`config.mk`:
```
export PLATFORM = sky130hd
export DESIGN_NAME = video_regs
export DESIGN_NICKNAME = d
export VERILOG_FILES = /design/src/rtl/video_regs.sv
export SDC_FILE = /design/constraint.sdc
export NUM_CORES = 1
export LEC_CHECK = 0
export CAP_MARGIN = 20
export CELL_PAD_IN_SITES_DETAIL_PLACEMENT = 1
export CELL_PAD_IN_SITES_GLOBAL_PLACEMENT = 1
export CORE_AREA = 2 2 86 88
export CTS_CLUSTER_SIZE = 14
export DETAILED_ROUTE_END_ITERATION = 12
export DIE_AREA = 0 0 88 90
export HOLD_SLACK_MARGIN = 0.15
export PLACE_DENSITY = 0.9
export SYNTH_ARGS = -nofsm -noshare
export SYNTH_HDL_FRONTEND = slang
export SYNTH_SLANG_ARGS = --single-unit
```
`constraint.sdc`:
```
create_clock -name clk_i -period 2.83 [get_ports clk_i]
set_input_delay 0.4245 -clock clk_i [delete_from_list [all_inputs] [get_ports clk_i]]
set_output_delay 0.4245 -clock clk_i [all_outputs]
set_load 0.02 [all_outputs]
```
`src/rtl/video_regs.sv`:
```
// video_regs: bus-mapped CTRL/BG_COLOR registers; define VIDEO_REGS_SHADOW_EN to hold active values until frame_start_i
module video_regs #(
  parameter int ADDR_W = 3
) (
  input  logic              clk_i,
  input  logic              rst_i,
  input  logic              bus_valid_i,
  output logic              bus_ready_o,
  input  logic              bus_we_i,
  input  logic [ADDR_W-1:0] bus_addr_i,
  input  logic [31:0]       bus_wdata_i,
  input  logic [3:0]        bus_wstrb_i,
  output logic [31:0]       bus_rdata_o,
  input  logic              frame_start_i,
  output logic              fb_en_o,
  output logic [23:0]       bg_color_o,
  output logic              update_pending_o
);
  typedef enum logic {IDLE, RESP} state_t;
  state_t            r_state, w_state_nxt;
  logic              r_we;
  logic [ADDR_W-3:0] r_word;
  logic [23:0]       r_wdata;
  logic [2:0]        r_wstrb;
  logic              r_fb;
  logic [23:0]       r_bg;
  logic              w_resp, w_is_ctrl, w_is_bg, w_wr_bg, w_fb_nxt;
  logic [23:0]       w_bg_mask, w_bg_nxt;
  logic              w_unused;
  assign w_unused = ^{bus_addr_i[1:0], bus_wdata_i[31:24], bus_wstrb_i[3], frame_start_i};
  // handshake state register; reset abandons any access in flight
  always_ff @(posedge clk_i or posedge rst_i) begin
    if (rst_i) r_state <= IDLE;
    else       r_state <= w_state_nxt;
  end
  // RESP always lasts one cycle; requests are only taken in IDLE
  always_comb begin
    w_state_nxt = IDLE;
    w_state_nxt = (r_state == RESP) ? IDLE : (bus_valid_i ? RESP : IDLE);
  end
  // capture request fields on acceptance; only bits that can reach storage are kept
  always_ff @(posedge clk_i or posedge rst_i) begin
    if (rst_i) begin
      r_we    <= 1'b0;
      r_word  <= '0;
      r_wdata <= '0;
      r_wstrb <= '0;
    end else if (r_state == IDLE && bus_valid_i) begin
      r_we    <= bus_we_i;
      r_word  <= bus_addr_i[ADDR_W-1:2];
      r_wdata <= bus_wdata_i[23:0];
      r_wstrb <= bus_wstrb_i[2:0];
    end
  end
  assign w_resp    = (r_state == RESP);
  assign w_is_ctrl = (r_word == '0);
  assign w_is_bg   = (r_word == (ADDR_W-2)'(1));
  assign w_wr_bg   = w_resp & r_we & w_is_bg;
  assign w_bg_mask = {{8{r_wstrb[2]}}, {8{r_wstrb[1]}}, {8{r_wstrb[0]}}} & {24{w_wr_bg}};
  assign w_fb_nxt  = (w_resp & r_we & w_is_ctrl & r_wstrb[0]) ? r_wdata[0] : r_fb;
  assign w_bg_nxt  = (r_bg & ~w_bg_mask) | (r_wdata & w_bg_mask);
  // pending registers take byte-lane writes at the end of RESP
  always_ff @(posedge clk_i or posedge rst_i) begin
    if (rst_i) begin
      r_fb <= 1'b0;
      r_bg <= '0;
    end else begin
      r_fb <= w_fb_nxt;
      r_bg <= w_bg_nxt;
    end
  end
  assign bus_ready_o = w_resp;
  assign bus_rdata_o = (w_resp & ~r_we) ? (w_is_ctrl ? {31'b0, r_fb} : w_is_bg ? {8'b0, r_bg} : 32'b0) : 32'b0;
`ifdef VIDEO_REGS_SHADOW_EN
  logic        r_afb, r_upd, w_afb_nxt;
  logic [23:0] r_abg, w_abg_nxt;
  assign w_afb_nxt = frame_start_i ? r_fb : r_afb;
  assign w_abg_nxt = frame_start_i ? r_bg : r_abg;
  // active copy loads the pre-write pending value on frame start; flag tracks the next-cycle difference
  always_ff @(posedge clk_i or posedge rst_i) begin
    if (rst_i) begin
      r_afb <= 1'b0;
      r_abg <= '0;
      r_upd <= 1'b0;
    end else begin
      r_afb <= w_afb_nxt;
      r_abg <= w_abg_nxt;
      r_upd <= (w_fb_nxt != w_afb_nxt) || (w_bg_nxt != w_abg_nxt);
    end
  end
  assign fb_en_o          = r_afb;
  assign bg_color_o       = r_abg;
  assign update_pending_o = r_upd;
`else
  assign fb_en_o          = r_fb;
  assign bg_color_o       = r_bg;
  assign update_pending_o = 1'b0;
`endif
endmodule

```
Fig. 1: a small window of the routed layout
Region (29, 12) to (59, 42) µm. Cells in gray, sequential cells in the stronger gray; small squares are vias.
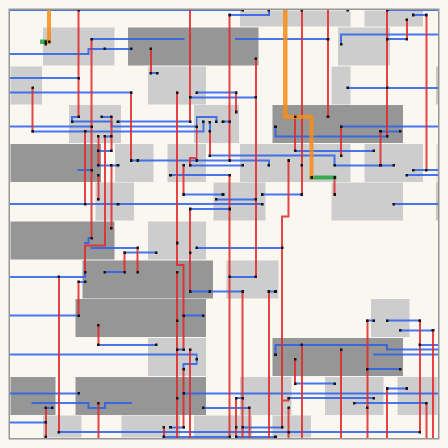
Key: M3 = green; M4 = orange; M1 = blue; M2 = red
Sequential cells in the window: 8. 32 logic cells have their middle in the window. Most frequent: mux2_2 (8), dfrtp_1 (8). Netlist names of flops here include r_wdata (2).

Fig. 2: routed clock nets over the placement
Scale: 4 px per µm.
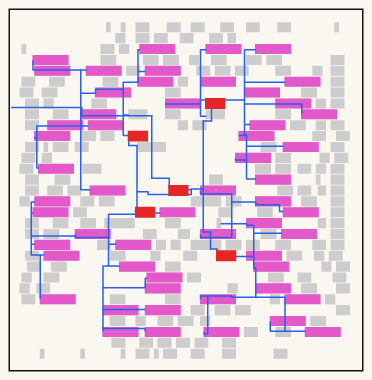
Key: clock-net drivers = red [count 5]; clock wires = blue [length 651 µm]; flip-flops = magenta [count 55]
There are 6 routed clock nets.

Fig. 3: routing congestion map
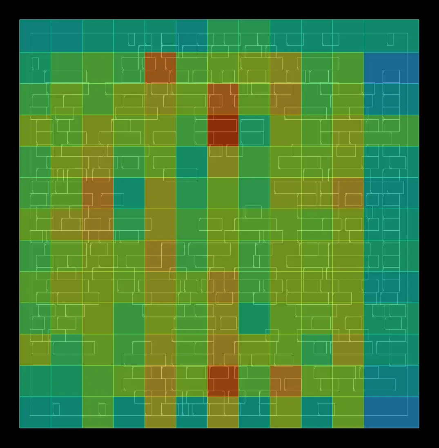
All-Layer GR Usage: 12.8%
grt met2 use: 21.2%
GRT Max-Usage Layer: met2

Fig. 4: wiring heat map
Scale: 4 px per µm. 18 x 18 tiles, from white (low) to dark blue (high), scaled to the fullest tile. Values are wire area over tile area, all layers added.
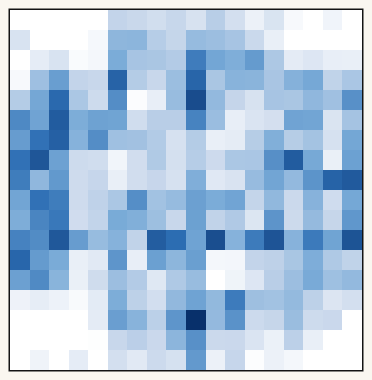
The mean over all tiles is 0.097. The emptiest ninth of the die: south-west. 11% of the tiles are nearly empty. 24% of the tiles are over half the peak. The fullest tile reaches 0.29.

==> GITHUB_STEP_SUMMARY <==
### Flow metrics

| Metric | Value |
|---|---|
| Setup bufs post-CTS | 0 |
| Flop Count | 55 |
| OpenROAD warnings | 38 |
| Met3 Use GR | 3.86% |
| Main logic family | multiplexers |
| Power, Total | roughly 2.7 mW |
| Reg-to-Reg Start | bus_ready_o |
| Xor/xnor share | 0% |
| Met3 wire length | 346 µm |
| Synth warnings | 0 |
| Post-DP HPWL | 3.46 mm |
| Least-Margin Pin Slew | around 0.90 ns |
| Top-area cell share | ~57% |
| Fin. Hold Viols | 0 |
| Top cell excl fill/tap | clkdlybuf4s50_1 |
| Yosys simple share | between 10% and 20% |
| Layout cell share with drive strength beyond 1 | about 37% |
| Vias in the first global route | 1660 |
| Critical Path AT | 2.19 ns |
| Largest area contributor in the netlist | dfrtp_1 |
| Sink Count | 55 |
| DRC | 0 |
| Lkg Pwr | between 1 and 1.5 nW |
| Core area | approximately 7000 µm² |
| Placed Instance Area | 3290 µm² |
| Pre-Repair DR Iteration Count | 2 |
| Flop2flop setup slack | 1.23 ns |
| Top layer reached by signal wires | met4 |
| Cells after Synth | about 160 |
| Hold endpoint | r_wdata[23] |
| Post-synthesis adder-cell area fraction | 0% |
| Latency at later pin | 0.30 ns |
| Num CTS Buffers | 5 |
| Tmin final | approximately 2.6 ns |
| Final Wtd Congestion | around 0.66 |
| Main flop type after synthesis | dfrtp_1 |
| Antenna Nets Post-Route | 0 |
| Unrepaired setup endpoints after global routing | no |
| CTS Hold Bufs | 0 |
| Top class by area | sequential cells |
| Logic inverters | 1 |
| Syn avg cell area | 15.3 µm² |
| Maximum buffer depth of the clock tree | 2 |
| Comb gates | about 94 |
| Final setup viols | 0 |
| CP endpoint | bus_rdata_o[10] |
| Multi-input gate share of total cell area | 27.3% |
| Clk slew on worst S/H paths | 0.09 ns |
| Status | finished, final reports clean |
| Peak VDD IR | 410 µV |
| Synth Seq Share | between 50% and 60% |
| Worst Path Required | 2.41 ns |
| Yosys stat area | roughly 2400 µm² |
| Final nets | 287 |
| Met1 usage | 15.8% |
| Number of fill cells | 706 |
| Flop share of the area | between 40 and 50% |
| Ys cells | approximately 160 |
| IO buf count | 81 |
| ANT cells | 0 |
| Final Core Density | between 40 and 50% |
| Fp_density | around 35% |
| Root Buffer | clkbuf_8 |
| F_max | between 300 and 400 MHz |
| CP max FO | 23 |
| Cell area after synthesis | 2430 µm² |
| Final Instance Area | 3390 µm² |
| Ys async rst share | 100% |
| Worst Setup SP | r_we |
| Pwr Density | 803 nW/µm² |
| WL per Instance | 14.0 µm |
| Taps Inserted | approximately 99 |
| TNS Setup | 0 ns |
| FP Rows | 31 |
| Final worst slack | approximately 0.21 ns |
| Most frequent cells after synthesis | 55 x dfrtp_1, 53 x mux2_2, 20 x and2_2, 9 x buf_4, 8 x buf_6 |
| Final worst path period share | 92.5% |
| Post-Synth AOI/OAI Area | 0% |
| Initial antenna violation count | 0 |
| Startpoint types | register |
| Initial DRC Count | 17 |
| ClkCell Share | 2.95% |
| Overall routed net length | 4.81 mm |
| Mux frac, synth | ~25% |
| Synth-to-Final Area Change | 39.4% |
| HP Start | r_wdata[23] |
| Most frequent cells in the layout | 81 x clkdlybuf4s50_1, 55 x dfrtp_1, 53 x mux2_2 |
| Hold Path Stages | 1 |
[critical path, stage by stage, from the launching register on]
cell,delay (ns)
dfrtp_1,0.52
and3b_2,0.55
and2_2,0.21
clkdlybuf4s50_1,0.60
[stage by stage]
| step | std cells | hold WS (ns) |
|---|---|---|
| 4_1_cts | 343 | 0.511 |
| 2_1_floorplan | 167 | 0.454 |
| 5_1_grt | 343 | 0.529 |
| 3_5_place_dp | 335 | 0.489 |
| 6_report | 343 | 0.498 |
| 3_3_place_gp | 335 | 0.469 |
[kinds of logic after synthesis]
logic type / Yosys count
buffers and inverters: 18
multiplexers: 55
other: 1
AND/OR/NAND/NOR: 30
flip-flops: 55
[power by group]
group	internal, mW	switching (mW)	total [mW]
Clock	0.224	0.239	0.462
Combinational	0.597	0.473	1.07
Sequential	1.03	0.160	1.19
Power figures rest on the tool's default switching activity, not on a simulated workload.
